Figure 1. Cells coloured by class.
Scale: 2 px per um.
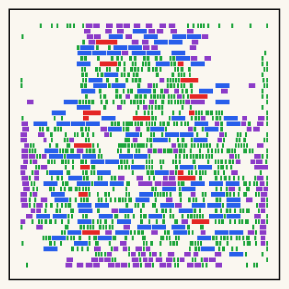
Figure 2. Clock wiring as the flow saved it.
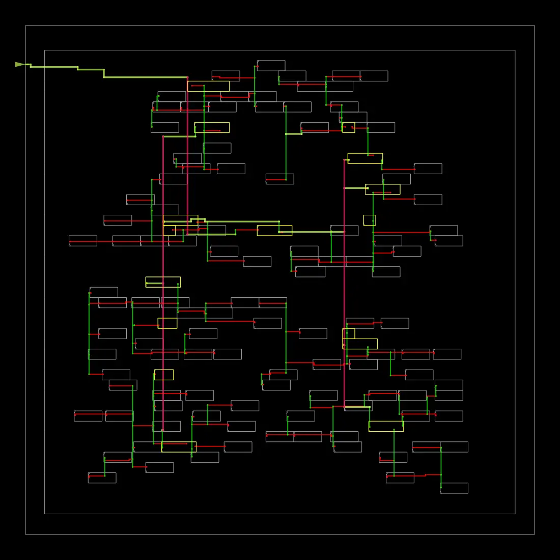
Figure 3. Port wiring.
Scale: 4 px per um.
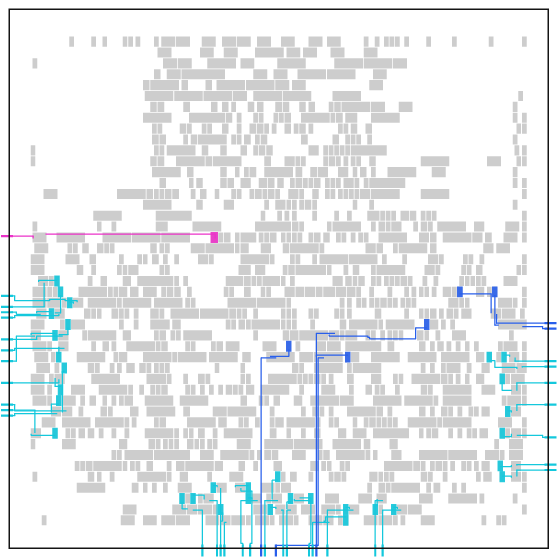
==> config.mk <==
export PLATFORM = sky130hd
export DESIGN_NAME = wb_arbiter_flat
export DESIGN_NICKNAME = d
export VERILOG_FILES = /design/src/rtl/wb_arb_pkg.sv /design/src/rtl/wb_arbiter_if.sv /design/src/rtl/wb_arb_fifo.sv /design/src/rtl/wb_arbiter.sv /design/src/flat_wrapper.sv
export SDC_FILE = /design/constraint.sdc
export NUM_CORES = 1
export LEC_CHECK = 0
export ABC_AREA = 1
export CAP_MARGIN = 30
export CORE_MARGIN = 5
export CORE_UTILIZATION = 39
export DETAILED_ROUTE_END_ITERATION = 8
export PLACE_DENSITY = 0.67
export SYNTH_ARGS = -nofsm -noshare
export SYNTH_HDL_FRONTEND = slang
export SYNTH_HIERARCHICAL = 1
export SYNTH_SLANG_ARGS = --single-unit
export TNS_END_PERCENT = 20
==> constraint.sdc <==
create_clock -name clk -period 2.8 [get_ports clk]
set_input_delay 0.28 -clock clk [delete_from_list [all_inputs] [get_ports clk]]
set_output_delay 0.28 -clock clk [all_outputs]
set_load 0.03 [all_outputs]
==> deck_impl_summary.md <==
Run Summary

Outcome
  • Status: complete, no violations

Synthesis
  • Complex Gates by Area: 0.0979
  • Synth Area per Inst: 6.40 um2
  • Distinct lib cells: 23

Clocking
  • Latency at later pin: 360 ps
  • Htree depth: 3
  • Setup bufs post-CTS: 0
  • Max clock buf depth: 2
  • TritonCTS clock tree: done
  • CTS Hold Bufs: 0

Critical path
  • CP arrival: 2620 ps

Global routing
  • Overflow after GRT: 0
  • First-pass GRT wire length: 26,700 um
  • Largest net degree at the start of global routing: 68
  • Initial antenna violation count: 0

Timing
  • Final period util: 0.835
  • Final min period: 2340 ps

Layout
  • Filler cells: 1,563

Min path
  • Worst Hold Depth: 2
  • Type of the most critical hold path: flop to flop

Placement
  • Post-detail-place hpwl: 12,000 um
Notes on Figure 1 above:
green -> all other logic  # cells 766, share of their area 43%
red -> clock drivers and dummy loads  # cells 16, share of their area 4.3%
purple -> other buffers and delay cells  # cells 179, share of their area 22%
blue -> flip-flops  # cells 111, share of their area 30%
num rows: 45
Final Cell Area: 7650 um2
register fraction of the total cell area: 0.290
placeable core area: 15,200 um2

Notes on Figure 2 above:
registers: 111
clock sinks: 111
clk_skew: 8.66 ps

Notes on Figure 3 above:
cyan -> bus_out_rd_wdata  # direction output, edge 14 bottom, 11 left, 7 right, end cells 32, buffers 32, wire 498 um
magenta -> bus_in_mdu_valid  # direction input, edge left, end cells 1, buffers 1, wire 49.1 um
blue -> bus_out_rd_waddr  # direction output, edge 3 bottom, 2 right, end cells 5, buffers 5, wire 252 um
input/output buffers: 147
I/O pin count: 213

-- worst max-delay path, stage by stage --
cell and delay (ps):
clkdlybuf4s50_1 420, nor3_1 240, buf_4 160, nand2_1 60
nand3_1 70, inv_1 90, nand2_2 230, nand2_1 70
o21ai_0 120, inv_1 150, buf_4 170, nor3_1 180
buf_4 170, nand3_1 70, a21oi_1 150
-- per-stage QoR --
| stage | setup WS, ps | hold WS (ps) | instances | util | power, mW |
|---|---|---|---|---|---|
| 6_report | 462 | 458 | 1260 | 0.504 | 4.09 |
| 3_5_place_dp | 135 | 446 | 1244 | 0.483 | 2.77 |
| 4_1_cts | 486 | 458 | 1260 | 0.504 | 4.11 |
| 3_3_place_gp | 159 | 443 | 1244 | 0.483 | 2.76 |
| 5_1_grt | 157 | 500 | 1260 | 0.504 | 4.28 |
| 2_1_floorplan | 422 | 415 | 1007 | - | 2.51 |
-- synthesized netlist by cell type --
master	number
clkbuf_2	1
buf_2	23
o21ai_0	68
conb_1	1
nand3_1	36
clkbuf_1	18
inv_2	5
ha_1	2
a21oi_1	36
nor3_1	10
nand2_1	263
or2_2	1
nand4_1	38
nor2_1	170
buf_6	1
nand2_2	1
dfxtp_1	111
inv_1	55
xnor2_1	1
buf_1	3
buf_4	84
nor2_4	1
o21ai_1	14
-- power by group --
| part | switching [mW] | internal [mW] |
|---|---|---|
| combinational | 0.691 | 0.336 |
| clock | 0.598 | 0.751 |
| sequential | 0.0461 | 1.67 |
-- logic make-up (layout without fill, tap and decap cells) --
family,after synthesis,count (layout)
AND-OR/OR-AND,118,118
XOR/XNOR,1,1
adder cells (fa/ha/maj),2,2
buffers and inverters,190,255
flip-flops,111,111
other,1,65
AND/OR/NAND/NOR,520,520
-- layout make-up --
class,instances,area share
clock buffers,11,0.0330
clock inverters,5,0.00850
inverters,60,0.0294
multi-input cells,706,0.391
flip-flops and latches,111,0.290
well taps,188,0.0307
repair buffers,179,0.217
-- routing by layer --
metal	wire length (um)	vias to the layer above	track usage
li1	-	3078	-
met1	7660	2620	0.237
met2	8050	215	0.308
met3	1190	19	0.0326
met4	324	0	0.0622
met5	0	-	0
Power is estimated from default activity; no workload was simulated.
